**config.mk**
```make
export PLATFORM = sky130hd
export DESIGN_NAME = wb_arbiter_2m_flat
export DESIGN_NICKNAME = d
export VERILOG_FILES = /design/src/rtl/wb_arbiter_2m_if.sv /design/src/rtl/wb_arbiter_2m.sv /design/src/flat_wrapper.sv
export SDC_FILE = /design/constraint.sdc
export NUM_CORES = 1
export LEC_CHECK = 0
export CORE_ASPECT_RATIO = 0.5
export CORE_UTILIZATION = 39
export CTS_CLUSTER_SIZE = 14
export DETAILED_ROUTE_END_ITERATION = 7
export PLACE_DENSITY = 0.77
export SLEW_MARGIN = 5
export SYNTH_ARGS = -nofsm -noshare
export SYNTH_HDL_FRONTEND = slang
export SYNTH_SLANG_ARGS = --single-unit
```
**constraint.sdc**
```tcl
create_clock -name clk -period 2.85 [get_ports clk]
set_input_delay 0.7125 -clock clk [delete_from_list [all_inputs] [get_ports clk]]
set_output_delay 0.7125 -clock clk [all_outputs]
set_load 0.02 [all_outputs]
```
**src/rtl/wb_arbiter_2m_if.sv**
```systemverilog
// Shared Wishbone classic bus bundle for the two-master arbiter.
// Carries both master ports (m0_*, m1_*) and the single slave port (s_*).
//   modport slave  : view taken by the arbiter. It is the target of both
//                    masters and drives the downstream slave port.
//   modport master : view taken by the environment (masters plus peripheral).
interface wb_arbiter_2m_if;
  localparam int unsigned AW = 16;
  localparam int unsigned DW = 8;

  logic [AW-1:0] m0_adr_i;
  logic [DW-1:0] m0_dat_i;
  logic          m0_we_i;
  logic          m0_cyc_i;
  logic          m0_stb_i;
  logic [DW-1:0] m0_dat_o;
  logic          m0_ack_o;
  logic          m0_err_o;

  logic [AW-1:0] m1_adr_i;
  logic [DW-1:0] m1_dat_i;
  logic          m1_we_i;
  logic          m1_cyc_i;
  logic          m1_stb_i;
  logic [DW-1:0] m1_dat_o;
  logic          m1_ack_o;
  logic          m1_err_o;

  logic [AW-1:0] s_adr_o;
  logic [DW-1:0] s_dat_o;
  logic [DW-1:0] s_dat_i;
  logic          s_we_o;
  logic          s_cyc_o;
  logic          s_stb_o;
  logic          s_ack_i;

  modport slave (
    input  m0_adr_i, m0_dat_i, m0_we_i, m0_cyc_i, m0_stb_i,
    output m0_dat_o, m0_ack_o, m0_err_o,
    input  m1_adr_i, m1_dat_i, m1_we_i, m1_cyc_i, m1_stb_i,
    output m1_dat_o, m1_ack_o, m1_err_o,
    output s_adr_o, s_dat_o, s_we_o, s_cyc_o, s_stb_o,
    input  s_dat_i, s_ack_i
  );

  modport master (
    output m0_adr_i, m0_dat_i, m0_we_i, m0_cyc_i, m0_stb_i,
    input  m0_dat_o, m0_ack_o, m0_err_o,
    output m1_adr_i, m1_dat_i, m1_we_i, m1_cyc_i, m1_stb_i,
    input  m1_dat_o, m1_ack_o, m1_err_o,
    input  s_adr_o, s_dat_o, s_we_o, s_cyc_o, s_stb_o,
    output s_dat_i, s_ack_i
  );
endinterface

```
**src/rtl/wb_arbiter_2m.sv**
```systemverilog
// Two-master / one-slave Wishbone classic arbiter, round-robin on ties,
// with an ack watchdog that terminates a stalled strobe with an error.
// Ports:
//   clk, rst       : clock, asynchronous active-high reset
//   bus            : wb_arbiter_2m_if.slave (both masters + slave side)
//   grant_o        : one-hot owner, 01 = m0, 10 = m1, 00 = none
//   timeout_cnt_o  : saturating number of watchdog terminations since reset
module wb_arbiter_2m #(
  parameter int unsigned TIMEOUT = 256
) (
  input  logic                  clk,
  input  logic                  rst,
  wb_arbiter_2m_if.slave        bus,
  output logic [1:0]            grant_o,
  output logic [7:0]            timeout_cnt_o
);
  localparam int unsigned AW  = 16;
  localparam int unsigned DW  = 8;
  localparam int unsigned WDW = 16;
  localparam int unsigned TCW = 8;
  localparam logic [WDW-1:0] WD_LAST = WDW'(TIMEOUT - 1);

  typedef enum logic [1:0] {IDLE, BUSY, TERM} state_e;

  state_e         state_q, state_d;
  logic [1:0]     grant_q, grant_d;
  logic           last_q, last_d;     // 1: m1 owned the bus last
  logic [WDW-1:0] wdog_q, wdog_d;
  logic [TCW-1:0] tcnt_q, tcnt_d;
  logic           err_q, err_d;

  logic           own_cyc_c;
  logic           own_stb_c;
  logic           own_we_c;
  logic [AW-1:0]  own_adr_c;
  logic [DW-1:0]  own_dat_c;

  // Request of the current owner (m0 unless m1 holds the grant)
  always_comb begin
    own_cyc_c = bus.m0_cyc_i;
    own_stb_c = bus.m0_stb_i;
    own_we_c  = bus.m0_we_i;
    own_adr_c = bus.m0_adr_i;
    own_dat_c = bus.m0_dat_i;
    if (grant_q[1]) begin
      own_cyc_c = bus.m1_cyc_i;
      own_stb_c = bus.m1_stb_i;
      own_we_c  = bus.m1_we_i;
      own_adr_c = bus.m1_adr_i;
      own_dat_c = bus.m1_dat_i;
    end
  end

  // State and bookkeeping registers
  always_ff @(posedge clk or posedge rst) begin
    if (rst) begin
      state_q <= IDLE;
      grant_q <= 2'b00;
      last_q  <= 1'b1;
      wdog_q  <= '0;
      tcnt_q  <= '0;
      err_q   <= 1'b0;
    end else begin
      state_q <= state_d;
      grant_q <= grant_d;
      last_q  <= last_d;
      wdog_q  <= wdog_d;
      tcnt_q  <= tcnt_d;
      err_q   <= err_d;
    end
  end

  // Arbitration, watchdog and termination
  always_comb begin
    state_d = state_q;
    grant_d = grant_q;
    last_d  = last_q;
    wdog_d  = '0;
    tcnt_d  = tcnt_q;
    err_d   = 1'b0;
    case (state_q)
      IDLE: begin
        if (bus.m0_cyc_i && bus.m1_cyc_i) begin
          grant_d = last_q ? 2'b01 : 2'b10;
          state_d = BUSY;
        end else if (bus.m0_cyc_i) begin
          grant_d = 2'b01;
          state_d = BUSY;
        end else if (bus.m1_cyc_i) begin
          grant_d = 2'b10;
          state_d = BUSY;
        end
      end
      BUSY: begin
        if (!own_cyc_c) begin
          state_d = IDLE;
          grant_d = 2'b00;
          last_d  = grant_q[1];
        end else if (own_stb_c && !bus.s_ack_i) begin
          // An ack in the terminal-count cycle takes the else branch and wins
          if (wdog_q == WD_LAST) begin
            state_d = TERM;
            err_d   = 1'b1;
            tcnt_d  = (tcnt_q == '1) ? tcnt_q : tcnt_q + TCW'(1);
          end else begin
            wdog_d = wdog_q + WDW'(1);
          end
        end
      end
      TERM: begin
        if (!own_cyc_c) begin
          state_d = IDLE;
          grant_d = 2'b00;
          last_d  = grant_q[1];
        end
      end
      default: begin
        state_d = IDLE;
        grant_d = 2'b00;
      end
    endcase
  end

  // Slave-side mux and ack routing; only live while BUSY so reset and
  // TERM both drop the slave cycle immediately and discard late acks
  always_comb begin
    bus.s_adr_o  = '0;
    bus.s_dat_o  = '0;
    bus.s_we_o   = 1'b0;
    bus.s_cyc_o  = 1'b0;
    bus.s_stb_o  = 1'b0;
    bus.m0_ack_o = 1'b0;
    bus.m1_ack_o = 1'b0;
    if (state_q == BUSY) begin
      bus.s_adr_o  = own_adr_c;
      bus.s_dat_o  = own_dat_c;
      bus.s_we_o   = own_we_c;
      bus.s_cyc_o  = own_cyc_c;
      bus.s_stb_o  = own_stb_c;
      bus.m0_ack_o = bus.s_ack_i & grant_q[0];
      bus.m1_ack_o = bus.s_ack_i & grant_q[1];
    end
  end

  assign bus.m0_dat_o  = bus.s_dat_i;
  assign bus.m1_dat_o  = bus.s_dat_i;
  assign bus.m0_err_o  = err_q & grant_q[0];
  assign bus.m1_err_o  = err_q & grant_q[1];
  assign grant_o       = grant_q;
  assign timeout_cnt_o = tcnt_q;
endmodule

```
**src/flat_wrapper.sv**
```systemverilog
// flat-port wrapper written by rule: the top's interface ports become plain ports
module wb_arbiter_2m_flat 
#(
  parameter int unsigned TIMEOUT = 256
)
  (clk, rst, grant_o, timeout_cnt_o, bus_m0_adr_i, bus_m0_dat_i, bus_m0_we_i, bus_m0_cyc_i, bus_m0_stb_i, bus_m0_dat_o, bus_m0_ack_o, bus_m0_err_o, bus_m1_adr_i, bus_m1_dat_i, bus_m1_we_i, bus_m1_cyc_i, bus_m1_stb_i, bus_m1_dat_o, bus_m1_ack_o, bus_m1_err_o, bus_s_adr_o, bus_s_dat_o, bus_s_we_o, bus_s_cyc_o, bus_s_stb_o, bus_s_dat_i, bus_s_ack_i);
  wb_arbiter_2m_if bus_i ();
  input  logic clk;
  input  logic rst;
  output logic [1:0] grant_o;
  output logic [7:0] timeout_cnt_o;
  input wire logic [$bits(bus_i.m0_adr_i)-1:0] bus_m0_adr_i;
  input wire logic [$bits(bus_i.m0_dat_i)-1:0] bus_m0_dat_i;
  input wire logic [$bits(bus_i.m0_we_i)-1:0] bus_m0_we_i;
  input wire logic [$bits(bus_i.m0_cyc_i)-1:0] bus_m0_cyc_i;
  input wire logic [$bits(bus_i.m0_stb_i)-1:0] bus_m0_stb_i;
  output wire logic [$bits(bus_i.m0_dat_o)-1:0] bus_m0_dat_o;
  output wire logic [$bits(bus_i.m0_ack_o)-1:0] bus_m0_ack_o;
  output wire logic [$bits(bus_i.m0_err_o)-1:0] bus_m0_err_o;
  input wire logic [$bits(bus_i.m1_adr_i)-1:0] bus_m1_adr_i;
  input wire logic [$bits(bus_i.m1_dat_i)-1:0] bus_m1_dat_i;
  input wire logic [$bits(bus_i.m1_we_i)-1:0] bus_m1_we_i;
  input wire logic [$bits(bus_i.m1_cyc_i)-1:0] bus_m1_cyc_i;
  input wire logic [$bits(bus_i.m1_stb_i)-1:0] bus_m1_stb_i;
  output wire logic [$bits(bus_i.m1_dat_o)-1:0] bus_m1_dat_o;
  output wire logic [$bits(bus_i.m1_ack_o)-1:0] bus_m1_ack_o;
  output wire logic [$bits(bus_i.m1_err_o)-1:0] bus_m1_err_o;
  output wire logic [$bits(bus_i.s_adr_o)-1:0] bus_s_adr_o;
  output wire logic [$bits(bus_i.s_dat_o)-1:0] bus_s_dat_o;
  output wire logic [$bits(bus_i.s_we_o)-1:0] bus_s_we_o;
  output wire logic [$bits(bus_i.s_cyc_o)-1:0] bus_s_cyc_o;
  output wire logic [$bits(bus_i.s_stb_o)-1:0] bus_s_stb_o;
  input wire logic [$bits(bus_i.s_dat_i)-1:0] bus_s_dat_i;
  input wire logic [$bits(bus_i.s_ack_i)-1:0] bus_s_ack_i;
  assign bus_i.m0_adr_i = bus_m0_adr_i;
  assign bus_i.m0_dat_i = bus_m0_dat_i;
  assign bus_i.m0_we_i = bus_m0_we_i;
  assign bus_i.m0_cyc_i = bus_m0_cyc_i;
  assign bus_i.m0_stb_i = bus_m0_stb_i;
  assign bus_m0_dat_o = bus_i.m0_dat_o;
  assign bus_m0_ack_o = bus_i.m0_ack_o;
  assign bus_m0_err_o = bus_i.m0_err_o;
  assign bus_i.m1_adr_i = bus_m1_adr_i;
  assign bus_i.m1_dat_i = bus_m1_dat_i;
  assign bus_i.m1_we_i = bus_m1_we_i;
  assign bus_i.m1_cyc_i = bus_m1_cyc_i;
  assign bus_i.m1_stb_i = bus_m1_stb_i;
  assign bus_m1_dat_o = bus_i.m1_dat_o;
  assign bus_m1_ack_o = bus_i.m1_ack_o;
  assign bus_m1_err_o = bus_i.m1_err_o;
  assign bus_s_adr_o = bus_i.s_adr_o;
  assign bus_s_dat_o = bus_i.s_dat_o;
  assign bus_s_we_o = bus_i.s_we_o;
  assign bus_s_cyc_o = bus_i.s_cyc_o;
  assign bus_s_stb_o = bus_i.s_stb_o;
  assign bus_i.s_dat_i = bus_s_dat_i;
  assign bus_i.s_ack_i = bus_s_ack_i;
  wb_arbiter_2m #(.TIMEOUT(TIMEOUT)) u_core (.clk(clk), .rst(rst), .bus(bus_i), .grant_o(grant_o), .timeout_cnt_o(timeout_cnt_o));
endmodule
```
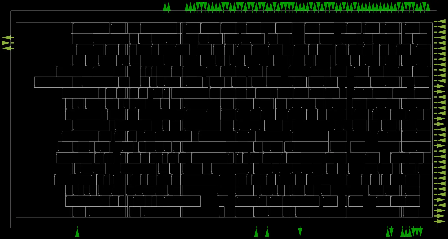
Run 1: cell placement
final cell count without fillers: 403
flip-flops: 30
tap cells: 70
flop share of the area: 22.81%

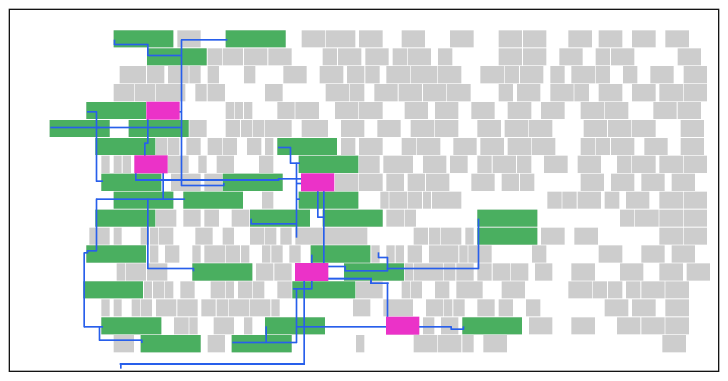
Run 1: routed clock nets over the placement
- clock-net drivers: magenta (count 5)
- clock wires: blue (length 395 um)
- flip-flops: green (count 30)
- routed clock nets: 6

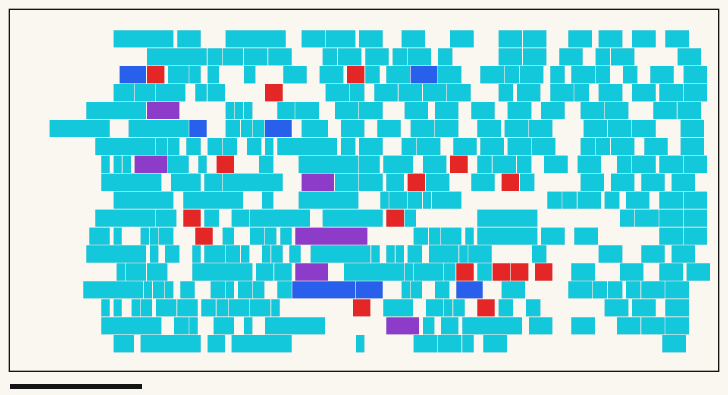
Run 1: sizing map
Bar = 20 um.
- x3 and x4: red (cells 16; share 4.8%)
- x2: blue (cells 7; share 2.1%)
- x6 and larger: purple (cells 6; share 1.8%)
- x1 and smaller: cyan (cells 304; share 91%)
Final Instance Area: 0.003297 mm^2
post-route setup slack: 0.09493 ns

==> impl_metrics.json, run 1 <==
{
  "maxSlewViolCount": 0,
  "startpoint": "bus_s_ack_i",
  "finClkSkew_ns": 0.01020,
  "p_comb_w": 0.00133,
  "layout.nets": 403,
  "logic_area_mm2": 0.001236,
  "yosys-mux-area-fraction_pct": 15.14,
  "initCoreUtil_pct": 42.18,
  "pwr-share-seq_pct": 22.3,
  "grt_pass1_vias": 1854,
  "combPwrFrac_pct": 59.3,
  "yosysUniqueCellTypes": 37,
  "vias_per_cell": 5.156,
  "min_period_ns": 2.755,
  "antenna_found_initial": 0,
  "ios": 122,
  "hp-start": "u_core.timeout_cnt_o[4]$_DFFE_PP0P_",
  "post-dp-hpwl_mm": 4.952,
  "r2r_setup_slack_ns": 0.24,
  "cts.repair.resized": 0,
  "crit_type": "input pin to output pin",
  "total_power_w": 0.002243,
  "firstDrtPassIters": 7,
  "largest_class": "logic gates",
  "regArea_um2": 752.0,
  "netlist_area_mm2": 0.002166,
  "cts_tree": "yes",
  "met2WireLength_mm": 3.151,
  "max_freq_mhz": 363.0,
  "crit_required_ns": 2.14,
  "critPathMostFrequentCell": "clkdlybuf4s50_1",
  "cts.root.buffer_cell": "clkbuf_8",
  "top_cells_by_area": "dfrtp_1 34%, mux2i_1 12%, nor2b_1 7.2%",
  "holdPathStages": 1,
  "internal_power_w": 0.001396,
  "grt.met3_usage_pct": 5.119,
  "most_common_cell": "dfrtp_1",
  "use_met1_pct": 23.58,
  "area_growth_pct": 52.22,
  "setup_viol": 0,
  "overflow": 0,
  "num_rows": 18,
  "dp.cells": 395,
  "signal_buffers": 113,
  "top_layer_used": "met4",
  "die_h_um": 54.70,
  "antenna_cells": 0,
  "lay_top_count": "clkdlybuf4s50_1",
  "path_cells": "clkdlybuf4s50_1 > and3_1 > clkdlybuf4s50_1",
  "routed_wirelength_mm": 6.267,
  "ys.flop_type": "dfrtp_1",
  "crit_arrival_ns": 2.04,
  "cp-end-kind": "output pin",
  "fin_crit_sh_pct": 96.67,
  "clock_path_buffers": 2,
  "grt_setup_unrepaired": "false",
  "yosysWarningCount": 0,
  "vdd_ir_drop_max_mv": 0.3097,
  "synth_top_area_share_pct": 33.51,
  "aoi_share_pct": 6.355,
  "async_reset_ff_share_pct": 100.0,
  "largest-register": "u_core.wdog_q",
  "status": "complete, no violations",
  "ys_seq_share_pct": 34.72,
  "fp_nets": 309,
  "dieArea_mm2": 0.005874,
  "drtIter0Drc": 80,
  "routedWlPerCell_um": 15.55,
  "critPathCapture": "bus_m0_ack_o"
}
==> run 2: changes to the inputs <==
MAX_ROUTING_LAYER = met4   (was not set)
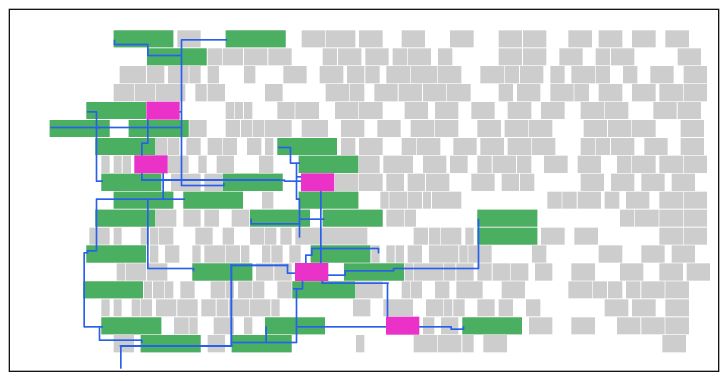
Run 2: routed clock nets over the placement
- clock-net drivers: magenta (count 5)
- flip-flops: green (count 30)
- clock wires: blue (length 401 um)
- routed clock nets: 6
clock-net power: 0.000413 W
clock share of power: 18.4%
worst skew pair latency: 0.28 ns
worst clock skew: 0.01167 ns

==> run 2 against run 1 <==
Compared with the run above: clock-buffer cell count unchanged; non-clock buffer count unchanged; power about the same; highest routed layer unchanged.
==> impl_metrics.json, run 2 <==
{
  "status": "complete, no violations",
  "reg2reg_to": "u_core.timeout_cnt_o[6]$_DFFE_PP0P_",
  "firstDrtPassIters": 4,
  "reg2reg_depth": 4,
  "antenna_found_initial": 0,
  "nFillCells": 437,
  "top_cells_by_area": "dfrtp_1 34%, mux2i_1 12%, nor2b_1 7.2%",
  "fp_nets": 309,
  "fp.dieW_um": 107.4,
  "power.density_mw_per_mm2": 680.9,
  "netlist_area_mm2": 0.002166,
  "crit_type": "input pin to output pin",
  "flops": 30,
  "slew_headroom_pct": 66.92,
  "yosys-mux-area-fraction_pct": 15.14,
  "antenna_cells": 0,
  "yosysUniqueCellTypes": 37,
  "crit_arrival_ns": 2.05,
  "warning_count": 29,
  "combPwrFrac_pct": 59.3,
  "area_growth_pct": 52.22,
  "setup_viol": 0,
  "postSynthCellCount": 238,
  "vias": 2070,
  "top_cells_by_count": "29 x dfrtp_1, 26 x mux2i_1, 25 x nor2b_1",
  "cts_setup_buffers": 0,
  "pre_cts_slack_ns": 0.02880,
  "p_comb_w": 0.00133,
  "finalSetupTns_ns": 0,
  "die_h_um": 54.70,
  "logic_area_mm2": 0.001236,
  "dieArea_mm2": 0.005874,
  "grt.met3_usage_pct": 5.000,
  "r2r-start": "u_core.wdog_q[11]$_DFF_PP0_",
  "nWellTaps": 70,
  "regArea_um2": 752.0,
  "cp-end-kind": "output pin",
  "crit_path_max_incr_delay_ns": 0.62,
  "wl_met1_mm": 2.674,
  "utilization_pct": 64.21,
  "holdPathStages": 1,
  "initCoreUtil_pct": 42.18,
  "cp_max_fo": 3,
  "synth_area_leader_cell": "dfrtp_1",
  "ys_sh_simple_pct": 26.46,
  "layout_top_cells": "95 x clkdlybuf4s50_1, 29 x dfrtp_1, 26 x mux2i_1, 25 x nor2b_1",
  "clock_path_buffers": 2,
  "detail-route-antenna-nets": 0,
  "drive_above_1_share_pct": 8.709,
  "r2r_setup_slack_ns": 0.24,
  "clkSinkCount": 30,
  "startpoint": "bus_s_ack_i",
  "ys.flops": 30,
  "lay_top_count": "clkdlybuf4s50_1",
  "synth_chip_area_mm2": 0.002166,
  "cp_top_family": "buffers and inverters",
  "grt_first_pass_wirelength_mm": 8.907,
  "finalNonFillerCells": 403,
  "hold_end": "u_core.timeout_cnt_o[4]$_DFFE_PP0P_",
  "hold_viol": 0,
  "cts_hold_buf": 0,
  "cts_tree": "yes",
  "grt_setup_unrepaired": "false",
  "min_period_ns": 2.758,
  "n_all_inverters": 5,
  "grt_pass1_vias": 1845,
  "max_freq_mhz": 362.6,
  "path_cells": "clkdlybuf4s50_1 > and3_1 > clkdlybuf4s50_1",
  "maxPowerGroup": "combinational cells",
  "vdd_ir_drop_max_mv": 0.3094,
  "internal_power_w": 0.001396,
  "grt_max_degree": 32,
  "sh_seq_area_pct": 22.81,
  "crit_slowest_cell": "clkdlybuf4s50_1",
  "dp.cells": 395,
  "pwr-share-seq_pct": 22.3,
  "clk_pin_slew_ns": 0.06,
  "comb_share_pct": 37.50,
  "signal_buffers": 113,
  "whs_ns": 0.4948,
  "synth_top_area_share_pct": 33.51,
  "p_sw_w": 0.0008491,
  "synthAdderAreaFrac_pct": 3.466,
  "largest-register": "u_core.wdog_q",
  "placed_area_mm2": 0.003186,
  "most_common_cell": "dfrtp_1",
  "met3_length_um": 396,
  "worst_pin_slew_ns": 0.4950,
  "io_buffers": 97,
  "synth_area_per_cell_um2": 9.100,
  "fin_crit_sh_pct": 96.76,
  "cts.root.buffer_cell": "clkbuf_8",
  "critPathCapture": "bus_m0_ack_o",
  "gr-usage-met2_pct": 37.53,
  "routed_wirelength_mm": 6.295,
  "fin_area_mm2": 0.003297,
  "leakagePower_nw": 1.369,
  "layout.nonclk_buf_share_pct": 33.24,
  "maxSlewViolCount": 0,
  "total_power_w": 0.002245,
  "worst_slack_ns": 0.09243,
  "clkCellAreaFrac_pct": 3.226,
  "pg_seq_w": 0.000501,
  "aoi_share_pct": 6.355,
  "largest_class": "logic gates",
  "post-dp-hpwl_mm": 4.952,
  "num_rows": 18,
  "ys_sh_xor_pct": 5.661,
  "use_met1_pct": 23.80,
  "met2WireLength_mm": 3.160,
  "grtUsageTotal_pct": 20.72,
  "ys_seq_share_pct": 34.72,
  "drtIter0Drc": 82,
  "cts_buffers": 5,
  "ys.flop_type": "dfrtp_1",
  "cts.repair.resized": 0,
  "layout.nets": 403,
  "overflow": 0,
  "core_mm2": 0.005135,
  "async_reset_ff_share_pct": 100.0,
  "top_layer_used": "met4",
  "vias_per_cell": 5.136,
  "routedWlPerCell_um": 15.62,
  "synth.logic.top_family": "simple AND/OR/NAND/NOR gates",
  "critPathMostFrequentCell": "clkdlybuf4s50_1",
  "yosysWarningCount": 0,
  "yosys_cells": 238,
  "swShare_pct": 37.83,
  "startpoint_type": "input pin",
  "hp-start": "u_core.timeout_cnt_o[4]$_DFFE_PP0P_",
  "crit_required_ns": 2.14,
  "ios": 122,
  "hold_path_class": "flop to flop"
}
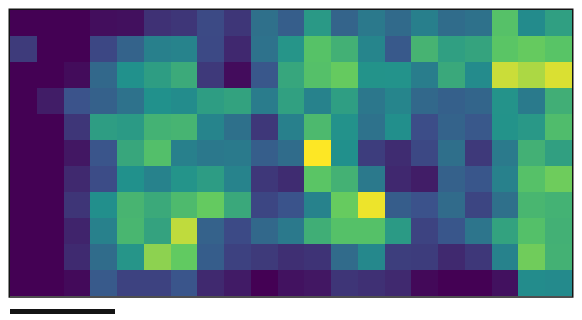
Run 2: routed metal per tile
Bar = 20 um. 21 x 11 tiles, from dark purple (low) to yellow (high), scaled to the fullest tile. Values are wire area over tile area, all layers added.
- mean over tiles: 0.17
- tiles over half the peak: 32%
- nearly empty tiles: 11%

==> run 3: changes to the inputs <==
GPL_TIMING_DRIVEN = 0   (was not set)
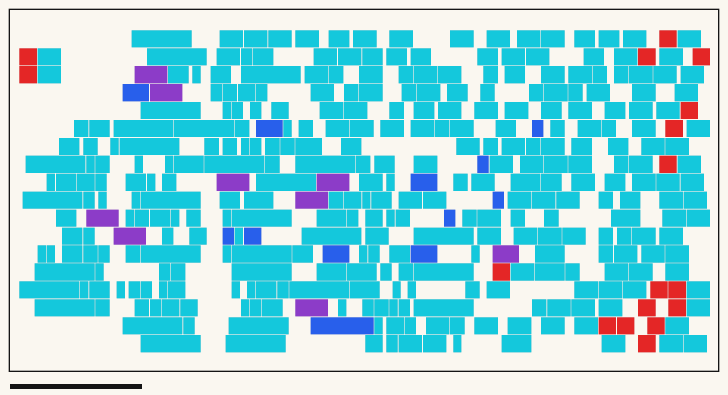
Run 3: sizing map
Bar = 20 um.
- x2: blue (cells 12; share 3.3%)
- x3 and x4: red (cells 17; share 4.7%)
- x6 and larger: purple (cells 9; share 2.5%)
- x1 and smaller: cyan (cells 321; share 89%)

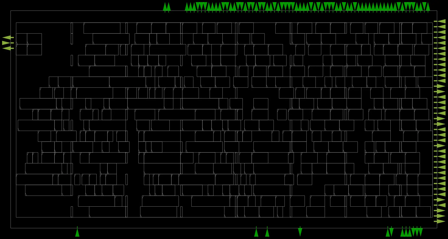
Run 3: cell placement
fill count: 427
final cell count without fillers: 429
flop share of the area: 21.50%
num rows: 18
post-layout util: 68.10%

==> run 3 against run 2 <==
Compared with the run above: synthesized cell count unchanged; clock-buffer cell count increased by 1; clock skew decreased by 0.0018 ns; sequential power decreased by 3%; final area increased by 6.1%; via count increased by 3.0%; largest cell class is now non-clock buffers.
==> impl_metrics.json, run 3 <==
{
  "die_h_um": 54.70,
  "grt.met3_usage_pct": 4.048,
  "path_cells": "clkdlybuf4s50_1 > and3_1 > clkdlybuf4s50_1",
  "signal_buffers": 139,
  "logic_area_mm2": 0.001236,
  "synth_chip_area_mm2": 0.002166,
  "critPathCapture": "bus_m1_ack_o",
  "r2r-start": "u_core.wdog_q[11]$_DFF_PP0_",
  "fp.dieW_um": 107.4,
  "lay_top_count": "clkdlybuf4s50_1",
  "reg2reg_to": "u_core.timeout_cnt_o[1]$_DFFE_PP0P_",
  "yosys_cells": 238,
  "nWellTaps": 70,
  "crit_required_ns": 2.14,
  "dp.cells": 421,
  "hp-start": "u_core.wdog_q[0]$_DFF_PP0_",
  "met3_length_um": 382,
  "maxPowerGroup": "combinational cells",
  "clk_pin_slew_ns": 0.06,
  "gr-usage-met2_pct": 41.08,
  "synth.logic.top_family": "simple AND/OR/NAND/NOR gates",
  "pg_seq_w": 0.000486,
  "wl_met1_mm": 2.718,
  "cts_buffers": 5,
  "clock_path_buffers": 2,
  "synthAdderAreaFrac_pct": 3.466,
  "use_met1_pct": 24.10,
  "layout.nonclk_buf_share_pct": 36.96,
  "p_comb_w": 0.00128,
  "ios": 122,
  "pwr-share-seq_pct": 22.5,
  "reg2reg_depth": 5,
  "clkCellAreaFrac_pct": 3.148,
  "aoi_share_pct": 6.355,
  "core_mm2": 0.005135,
  "status": "complete, no violations",
  "drtIter0Drc": 59,
  "hold_end": "u_core.wdog_q[0]$_DFF_PP0_",
  "met2WireLength_mm": 3.268,
  "pre_cts_slack_ns": -0.4392,
  "routedWlPerCell_um": 14.93,
  "ys_sh_simple_pct": 26.46,
  "combPwrFrac_pct": 59.3,
  "warning_count": 30,
  "p_clk_w": 0.000395,
  "worst_pin_slew_ns": 1.072,
  "async_reset_ff_share_pct": 100.0,
  "swShare_pct": 39.53,
  "io_buffers": 113,
  "max_freq_mhz": 355.3,
  "layout.nets": 429,
  "worst_slack_ns": 0.03569,
  "cts_tree": "yes",
  "synth_area_leader_cell": "dfrtp_1",
  "ys_sh_xor_pct": 5.661,
  "grt_setup_unrepaired": "true",
  "yosysWarningCount": 0,
  "clkSinkCount": 30,
  "firstDrtPassIters": 4,
  "initCoreUtil_pct": 42.18,
  "power.density_mw_per_mm2": 618.7,
  "hold_viol": 0,
  "postSynthCellCount": 238,
  "placed_area_mm2": 0.003385,
  "synth_top_area_share_pct": 33.51,
  "cp-end-kind": "output pin",
  "fp_nets": 309,
  "internal_power_w": 0.001308,
  "cts_setup_buffers": 0,
  "cp_num_cells": 3,
  "routed_wirelength_mm": 6.407,
  "detail-route-antenna-nets": 0,
  "cts.root.buffer_cell": "clkbuf_8",
  "synth_area_per_cell_um2": 9.100,
  "crit_path_max_incr_delay_ns": 0.61,
  "cp_max_fo": 7,
  "area_growth_pct": 61.47,
  "ys.flop_type": "dfrtp_1",
  "overflow": 0,
  "holdPathStages": 1,
  "netlist_area_mm2": 0.002166,
  "whs_ns": 0.5023,
  "cp_top_family": "buffers and inverters",
  "crit_slowest_cell": "clkdlybuf4s50_1",
  "top_cells_by_area": "dfrtp_1 34%, mux2i_1 12%, nor2b_1 7.2%",
  "grt_first_pass_wirelength_mm": 9.287,
  "num-multi-input-gates": 177,
  "top_layer_used": "met4",
  "yosysUniqueCellTypes": 37,
  "post-dp-hpwl_mm": 5.139,
  "maxSlewViolCount": 0,
  "power.share.clock_pct": 18.3,
  "antenna_found_initial": 0,
  "r2r_setup_slack_ns": 0.21,
  "p_sw_w": 0.0008553,
  "largest_class": "non-clock buffers",
  "comb_share_pct": 35.35,
  "finalSetupTns_ns": 0,
  "top_cells_by_count": "29 x dfrtp_1, 26 x mux2i_1, 25 x nor2b_1",
  "grt_pass1_vias": 1900,
  "min_period_ns": 2.814,
  "most_common_cell": "dfrtp_1",
  "ys_seq_share_pct": 34.72,
  "vdd_ir_drop_max_mv": 0.2773,
  "slew_headroom_pct": 28.11,
  "cts.repair.resized": 29,
  "yosys-mux-area-fraction_pct": 15.14,
  "finClkSkew_ns": 0.009876,
  "crit_type": "input pin to output pin",
  "vias": 2133,
  "antenna_cells": 0,
  "critPathMostFrequentCell": "clkdlybuf4s50_1",
  "setup_viol": 0,
  "clock_latency_ns": 0.28,
  "regArea_um2": 752.0,
  "startpoint_type": "input pin",
  "dieArea_mm2": 0.005874,
  "layout_top_cells": "87 x clkdlybuf4s50_1, 29 x dfrtp_1, 26 x mux2i_1, 25 x nor2b_1, 21 x dlygate4sd2_1",
  "fin_crit_sh_pct": 98.75,
  "vias_per_cell": 4.972,
  "grt_max_degree": 31,
  "n_all_inverters": 5,
  "leakagePower_nw": 1.578,
  "crit_arrival_ns": 2.10,
  "ys.flops": 30,
  "drive_above_1_share_pct": 10.58,
  "largest-register": "u_core.wdog_q",
  "fin_area_mm2": 0.003497,
  "cts_hold_buf": 0,
  "grtUsageTotal_pct": 21.81,
  "total_power_w": 0.002164
}
Power and IR drop assume default switching activity.
